`src/rtl/counter_access_ctrl.sv`:
```
// counter_access_ctrl
//   CPU-side access controller for one counter channel of an 8254-style timer.
//   It decodes control words and data writes, assembles the 16-bit count register
//   for the counting element, and serves byte reads of either the live count or a
//   latched snapshot.
//
// Ports
//   clk         in   1   system clock, rising edge
//   reset       in   1   asynchronous, active-high reset
//   databus     in   8   CPU data byte
//   a           in   2   register address (2'b11 = control word)
//   wr_pulse    in   1   one-cycle write strobe
//   rd_pulse    in   1   one-cycle read strobe
//   ce_count    in  16   live count from the counting element
//   ce_loaded   in   1   counting element has taken cr_value
//   cr_value    out 16   assembled count register value
//   load_strobe out  1   one-cycle pulse, cr_value is complete
//   dout        out  8   read data byte
//   mode        out  3   programmed counter mode
//   bcd         out  1   programmed BCD flag
//   null_count  out  1   count written but not yet loaded by the counting element
module counter_access_ctrl #(
    parameter logic [1:0] COUNTER_ID = 2'b00
) (
    input  logic        clk,
    input  logic        reset,
    input  logic [7:0]  databus,
    input  logic [1:0]  a,
    input  logic        wr_pulse,
    input  logic        rd_pulse,
    input  logic [15:0] ce_count,
    input  logic        ce_loaded,
    output logic [15:0] cr_value,
    output logic        load_strobe,
    output logic [7:0]  dout,
    output logic [2:0]  mode,
    output logic        bcd,
    output logic        null_count
);

    localparam logic [1:0] ST_UNPROG = 2'd0;
    localparam logic [1:0] ST_W_LSB  = 2'd1;
    localparam logic [1:0] ST_W_MSB  = 2'd2;

    localparam logic [1:0] RW_LATCH = 2'b00;
    localparam logic [1:0] RW_LSB   = 2'b01;
    localparam logic [1:0] RW_MSB   = 2'b10;
    localparam logic [1:0] RW_BOTH  = 2'b11;

    logic [1:0]  r_wstate;
    logic [1:0]  r_rw;
    logic        r_rd_msb;     // read byte pointer, 1 = next read returns MSB
    logic        r_latched;
    logic [15:0] r_latch;
    logic [15:0] r_cr;
    logic        r_load;
    logic [7:0]  r_dout;
    logic [2:0]  r_mode;
    logic        r_bcd;
    logic        r_null;

    logic        w_ctrl_sel;
    logic        w_ctrl_prog;
    logic        w_ctrl_latch;
    logic        w_data_wr;
    logic        w_data_rd;
    logic [2:0]  w_mode_fix;
    logic [15:0] w_rd_src;
    logic        w_rd_hi;
    logic        w_rd_last;

    always_comb begin
        w_ctrl_sel   = wr_pulse && (a == 2'b11) && (databus[7:6] == COUNTER_ID);
        w_ctrl_prog  = w_ctrl_sel && (databus[5:4] != RW_LATCH);
        w_ctrl_latch = w_ctrl_sel && (databus[5:4] == RW_LATCH);
        // Writes are dropped until the channel has been programmed.
        w_data_wr    = wr_pulse && (a == COUNTER_ID) && (r_wstate != ST_UNPROG);
        // A write in the same cycle takes priority over the read.
        w_data_rd    = rd_pulse && !wr_pulse && (a == COUNTER_ID);
        // Modes 6 and 7 alias onto 2 and 3.
        w_mode_fix   = (databus[3:2] == 2'b11) ? {1'b0, databus[2:1]} : databus[3:1];
        w_rd_src     = r_latched ? r_latch : ce_count;
        w_rd_hi      = (r_rw == RW_MSB) || ((r_rw == RW_BOTH) && r_rd_msb);
        w_rd_last    = (r_rw != RW_BOTH) || r_rd_msb;
    end

    always_ff @(posedge clk or posedge reset) begin
        if (reset) begin
            r_wstate  <= ST_UNPROG;
            r_rw      <= RW_LATCH;
            r_rd_msb  <= 1'b0;
            r_latched <= 1'b0;
            r_latch   <= 16'h0000;
            r_cr      <= 16'h0000;
            r_load    <= 1'b0;
            r_dout    <= 8'h00;
            r_mode    <= 3'd0;
            r_bcd     <= 1'b0;
            r_null    <= 1'b0;
        end else begin
            r_load <= 1'b0;

            if (w_ctrl_prog) begin
                r_rw      <= databus[5:4];
                r_mode    <= w_mode_fix;
                r_bcd     <= databus[0];
                r_cr      <= 16'h0000;
                r_latched <= 1'b0;
                r_wstate  <= ST_W_LSB;
                r_rd_msb  <= 1'b0;
            end else if (w_ctrl_latch) begin
                // Only the first latch command is honoured until it has been read out.
                if (!r_latched) begin
                    r_latch   <= ce_count;
                    r_latched <= 1'b1;
                end
            end else if (w_data_wr) begin
                unique case (r_rw)
                    RW_LSB: begin
                        r_cr   <= {8'h00, databus};
                        r_load <= 1'b1;
                    end
                    RW_MSB: begin
                        r_cr   <= {databus, 8'h00};
                        r_load <= 1'b1;
                    end
                    RW_BOTH: begin
                        if (r_wstate == ST_W_LSB) begin
                            r_cr[7:0] <= databus;
                            r_wstate  <= ST_W_MSB;
                        end else begin
                            r_cr[15:8] <= databus;
                            r_load     <= 1'b1;
                            r_wstate   <= ST_W_LSB;
                        end
                    end
                    default: begin
                    end
                endcase
            end

            // A write in the same cycle as ce_loaded keeps the count marked null.
            if (w_ctrl_prog || w_data_wr) begin
                r_null <= 1'b1;
            end else if (ce_loaded) begin
                r_null <= 1'b0;
            end

            if (w_data_rd) begin
                if (r_wstate == ST_UNPROG) begin
                    r_dout <= 8'h00;
                end else begin
                    r_dout <= w_rd_hi ? w_rd_src[15:8] : w_rd_src[7:0];
                    if (r_rw == RW_BOTH) begin
                        r_rd_msb <= !r_rd_msb;
                    end
                    if (w_rd_last) begin
                        r_latched <= 1'b0;
                    end
                end
            end
        end
    end

    assign cr_value    = r_cr;
    assign load_strobe = r_load;
    assign dout        = r_dout;
    assign mode        = r_mode;
    assign bcd         = r_bcd;
    assign null_count  = r_null;

endmodule

```
`config.mk`:
```
export PLATFORM = sky130hd
export DESIGN_NAME = counter_access_ctrl
export DESIGN_NICKNAME = d
export VERILOG_FILES = /design/src/rtl/counter_access_ctrl.sv
export SDC_FILE = /design/constraint.sdc
export NUM_CORES = 1
export LEC_CHECK = 0
export ABC_AREA = 1
export CAP_MARGIN = 20
export CORE_AREA = 4 4 78 80
export DETAILED_ROUTE_END_ITERATION = 16
export DIE_AREA = 0 0 82 84
export DONT_BUFFER_PORTS = 1
export PLACE_DENSITY = 0.74
export SETUP_SLACK_MARGIN = 0.02
export SLEW_MARGIN = 20
export SYNTH_ARGS = -nofsm -noshare
export SYNTH_HDL_FRONTEND = slang
export SYNTH_SLANG_ARGS = --single-unit
```
`constraint.sdc`:
```
create_clock -name clk -period 3.94 [get_ports clk]
set_clock_uncertainty 0.05 [all_clocks]
set_input_delay 0.394 -clock clk [delete_from_list [all_inputs] [get_ports clk]]
set_output_delay 0.394 -clock clk [all_outputs]
set_load 0.01 [all_outputs]
```
Cell sizes after repair:
The bar under the picture is 20 µm long.
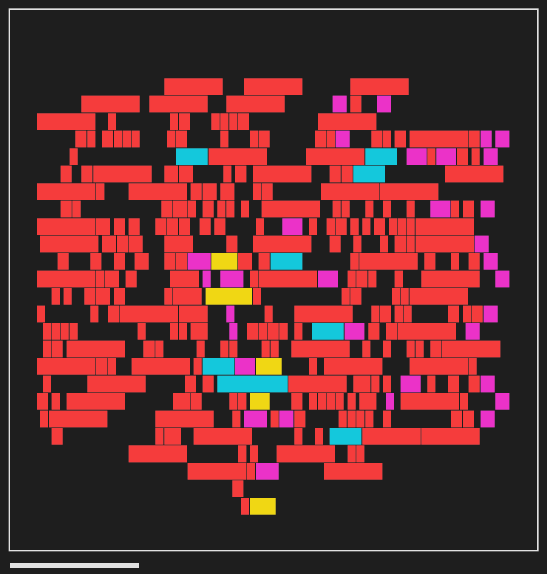
[x1 and smaller] red | cells: 264 | most used: nand2_1
[x2] magenta | cells: 32 | most used: or2_2
[x3 and x4] yellow | cells: 5 | most used: nor2_4
[x6 and larger] cyan | cells: 8 | most used: clkbuf_8

M1 wires:
The bar under the picture is 20 µm long. Supply wires on this layer in grey.
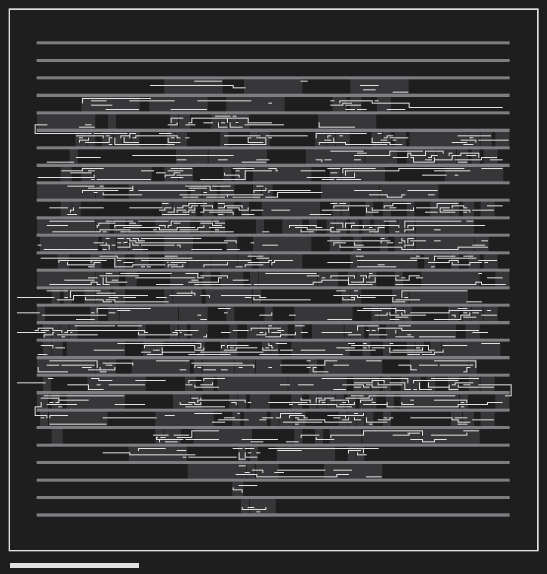
share of all routed wire: 42%
nets with wire on the layer: 310
main direction: horizontal
wire length on this layer: 2410 µm

Layout detail:
The bar under the picture is 10 µm long. Region (21, 5) to (61, 45) µm. Cells in grey, sequential cells in the stronger grey; small squares are vias.
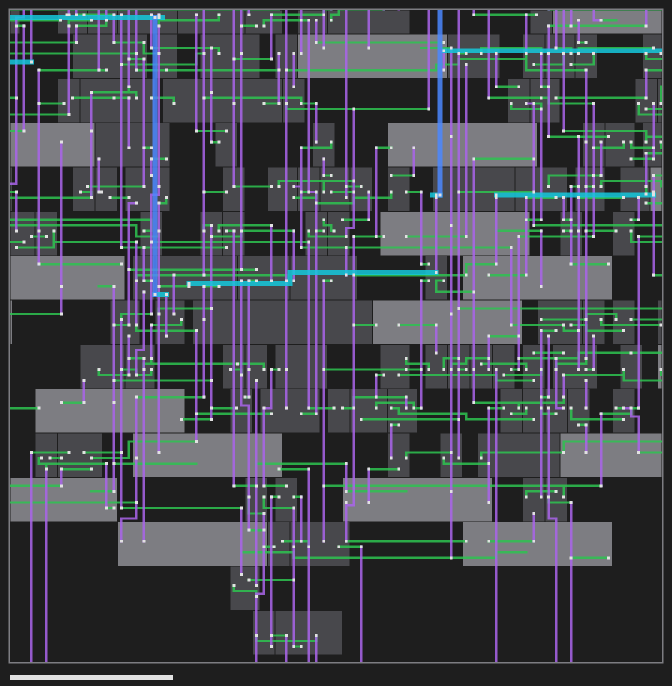
[M2] purple
[M1] green
[M4] blue
[M3] cyan
cells with their middle in the window: 115
sequential cells in the window: 15
most frequent: nand2_1 (37), dfrtp_1 (15), inv_1 (10)
netlist names of flops here include: r_latch (4), dout (3), r_rw (2)

Metal 2:
The bar under the picture is 20 µm long.
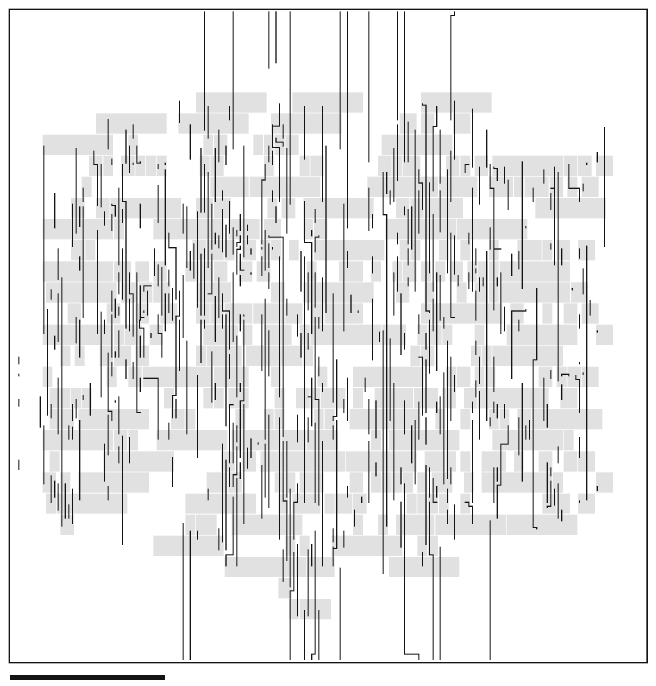
share of all routed wire: 47%
main direction: vertical
wire length on this layer: 2690 µm
longest straight run: 40.1 µm
nets with wire on the layer: 264

Track usage over the die:
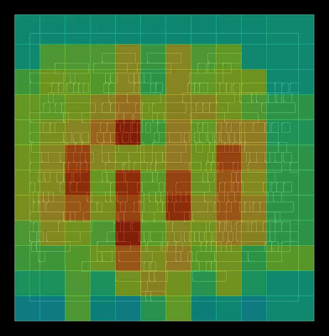
WL/cell: 15.04 µm
met1 usage: 24.05%
met3 demand-to-capacity share in global routing: 5.940%
Final Core Density: 51.34%
GRT Total Usage: 17.73%

==> notes.md <==
The following summarizes the physical implementation.

Run status
The flow ran to the end, and the final reports show no timing, DRC or antenna violations.

GRT
The aggregate global routing overflow is 0. Entering global routing, the biggest net connects 53 pins. The number of antenna violations at the first check in global routing came to 0. The global-route wire length before repair is about 9600 µm.

Timing
The worst-case headroom to the max-slew limit is a little over two fifths. The transition time at the pin with the least slew margin is around 0.87 ns. Setup repair after global routing left no endpoint under its margin. Counting I/O delays and the setup requirement, the final critical path takes 1.857 ns. The final tally of max-slew violations is 0. The count of endpoints failing setup in the final report is 0. The total count of hold-check failures in the final report is 0. The timing-limited maximum frequency is 538.4 MHz.

Final layout
Of the cells placed in the final design, the portion with a size suffix greater than 1 is 14.56%. The area added between synthesis and finish is 5.268%. The repair_antennas step left the layout with diodes totalling 0. In the layout the commonest cells are 94 x sky130_fd_sc_hd__nand2_1, 52 x sky130_fd_sc_hd__dfrtp_1, 26 x sky130_fd_sc_hd__nand3_1.

After routing the design area is approximately 0.0028 mm². Fill cells in the final layout number 531. According to the finish report, the design has a final net count of 343. Leaving out fill and tap cells, the most frequent cell in the layout is sky130_fd_sc_hd__nand2_1.

Power and ir drop
The power report attributes to the sequential group a share of between 50 and 60%. The flow reports that combinational logic draws between 20% and 30% of the design power. The biggest power consumer among the groups is registers. After layout, the design draws a total of approximately 1600 µW. For the combinational group, total power comes out at roughly 360 µW. In this run the VDD rail shows a maximum IR drop of approximately 230 µV. In this run the power spent charging and discharging nets is around 550 µW. The reported leakage power is between 0.001 and 0.0015 µW.

The flow reported a cell area power density of around 570 mW/mm². Of the total power, the share spent switching nets is a little over a third. The internal power of the cells is just over 1000 µW.

Placed design
The quantity of I/O buffers inserted on ports is 0. Per the gpl log, the routability congestion estimate is approximately 0.84. The post-place instance area is ~0.0026 mm². Summed over all nets, the half-perimeter wirelength after detailed placement is ~4000 µm.

Clock tree
TritonCTS built the clock tree. The clock passes through at most 2 buffers. Buffers added to address setup during post-CTS repair amount to 0.

The TritonCTS buffer count is 5. The count of hold-fix buffers inserted at cts is 0.

Synthesis
The count of unique library cells instantiated by Yosys is 25. The average footprint of a synthesized cell is about 8.4 µm². The synthesized area is roughly 0.0026 mm². Counting the warning lines in the Yosys log gives 0. The post-synthesis share of cell area spent on and, or, nand and nor gates is roughly 30%. The synthesized net count is approximately 350. The count of flip-flops with a built-in enable after synthesis is 0. In this run, the synthesized area fraction spent on xor and xnor cells is recorded as 0%. The synthesis stat section lists a flop and latch total of approximately 52. Of the combinational cells, the family taking the most area is simple AND/OR/NAND/NOR gates. The cell count in the Yosys report is ~310. The most used flip-flop cell is sky130_fd_sc_hd__dfrtp_1.

Critical path
The data required time of the worst path is 4.14 ns. The startpoint type of the worst setup path is a flip-flop. OpenSTA lists the critical path endpoint as dout[7]$_DFFE_PP0P_. The critical path capture point type is a flip-flop. The worst setup path startpoint is r_rw[0]$_DFFE_PP0P_. Setup slack on the worst reg-to-reg path comes out at about 2.1 ns. The report shows a maximum critical-path fanout of 11. The depth of the worst register-to-register path is 8. Per the timing report, the most critical flop-to-flop path finishes at dout[7]$_DFFE_PP0P_. The classification of the worst setup path is reg -> reg.

Die
The I/O pin total is between 60 and 70. The chip width is around 82 µm. The standard cell core area is approximately 0.0054 mm². The vertical die dimension is 84 µm. The floorplan-stage core utilization is 48.77%. The placement row count is 27. The chip area is roughly 0.0069 mm².

Routing
In this run the remaining antenna-violating nets after routing total 0. Summed over all layers, the routed wires come to roughly 5700 µm. The number of detailed-route iterations in the first pass is 4.

The routed layout has between 2000 and 2500 vias. The DRC violation count after routing is 0. The detailed router finished its first iteration with approximately 120 violations.

Job
The number of maximum-capacitance constraint violations is 0. OpenROAD emitted warnings numbering 29.

Worst hold path
The most critical min-delay path falls under in -> async.
synthesized netlist by cell type, types with 2 or more instances:
| cell type | n | area (µm²) |
|---|---|---|
| sky130_fd_sc_hd__nand2_1 | 94 | 352.8 |
| sky130_fd_sc_hd__dfrtp_1 | 52 | 1301 |
| sky130_fd_sc_hd__nand3_1 | 26 | 130.1 |
| sky130_fd_sc_hd__o21ai_1 | 21 | 105.1 |
| sky130_fd_sc_hd__inv_1 | 19 | 71.32 |
| sky130_fd_sc_hd__a21oi_1 | 17 | 85.08 |
| sky130_fd_sc_hd__or2_2 | 14 | 87.58 |
| sky130_fd_sc_hd__nand4_1 | 12 | 75.07 |
| sky130_fd_sc_hd__buf_2 | 9 | 45.04 |
| sky130_fd_sc_hd__o21ai_0 | 9 | 45.04 |
| sky130_fd_sc_hd__o21ai_2 | 8 | 70.07 |
| sky130_fd_sc_hd__nor2_1 | 6 | 22.52 |
| sky130_fd_sc_hd__ha_1 | 4 | 50.05 |
| sky130_fd_sc_hd__inv_2 | 4 | 15.01 |
| sky130_fd_sc_hd__nand3_2 | 4 | 40.04 |
| sky130_fd_sc_hd__nor2_4 | 3 | 33.78 |
| sky130_fd_sc_hd__o211ai_1 | 3 | 22.52 |
| sky130_fd_sc_hd__buf_6 | 2 | 22.52 |
registers in the layout (all words and copies together), names as in the netlist:
register,cells
null_count,1
cr_value,16
r_rd_msb,1
load_strobe,1
r_rw,2
r_wstate,2
bcd,1
mode,3
dout,8
r_latch,16
r_latched,1
layout make-up:
type	count	area (µm²)	area share, %
tap	72	90.09	3.246
clock inverter	1	30.03	1.082
sequential	52	1301	46.89
clock buffer	7	96.34	3.472
multi-input combinational	226	1170	42.16
inverter	23	87.58	3.156
critical path: stages (launching register included):
cell                      delay (ns)
sky130_fd_sc_hd__dfrtp_1        0.42
sky130_fd_sc_hd__inv_1          0.10
sky130_fd_sc_hd__ha_1           0.34
sky130_fd_sc_hd__inv_2          0.17
sky130_fd_sc_hd__nand2_1        0.32
sky130_fd_sc_hd__inv_1          0.18
sky130_fd_sc_hd__nand2_1        0.10
sky130_fd_sc_hd__nand3_1        0.07
sky130_fd_sc_hd__nand2_1        0.06
routing by layer:
| layer | wire [µm] | global-route usage [%] | vias to the layer above | part of all wire, % |
|---|---|---|---|---|
| li1 | - | - | 1027 | - |
| met1 | 2413 | 24.05 | 967 | 42 |
| met2 | 2686 | 26.45 | 71 | 47 |
| met3 | 516 | 5.940 | 14 | 9.0 |
| met4 | 114 | 5.740 | 0 | 2.0 |
| met5 | 0 | 0 | - | 0 |
cell families (layout without fill, tap and decap cells):
kind of cell,Yosys count,count (layout)
flip-flops,52,52
AND/OR/NAND/NOR,162,162
adder cells (fa/ha/maj),4,4
buffers and inverters,36,31
AND-OR/OR-AND,60,60
metrics by stage:
| stage | cells | hold slack, ns | setup slack (ns) |
|---|---|---|---|
| finish | 381 | 0.07151 | 2.083 |
| global placement | 373 | 0.4042 | 2.039 |
| floorplan | 314 | 0.3917 | 2.238 |
| global route | 381 | 0.1337 | 1.826 |
| detailed placement | 373 | 0.4087 | 2.011 |
| CTS | 381 | 0.1461 | 2.090 |
No activity file was given, so power comes from the tool's default toggle rates.
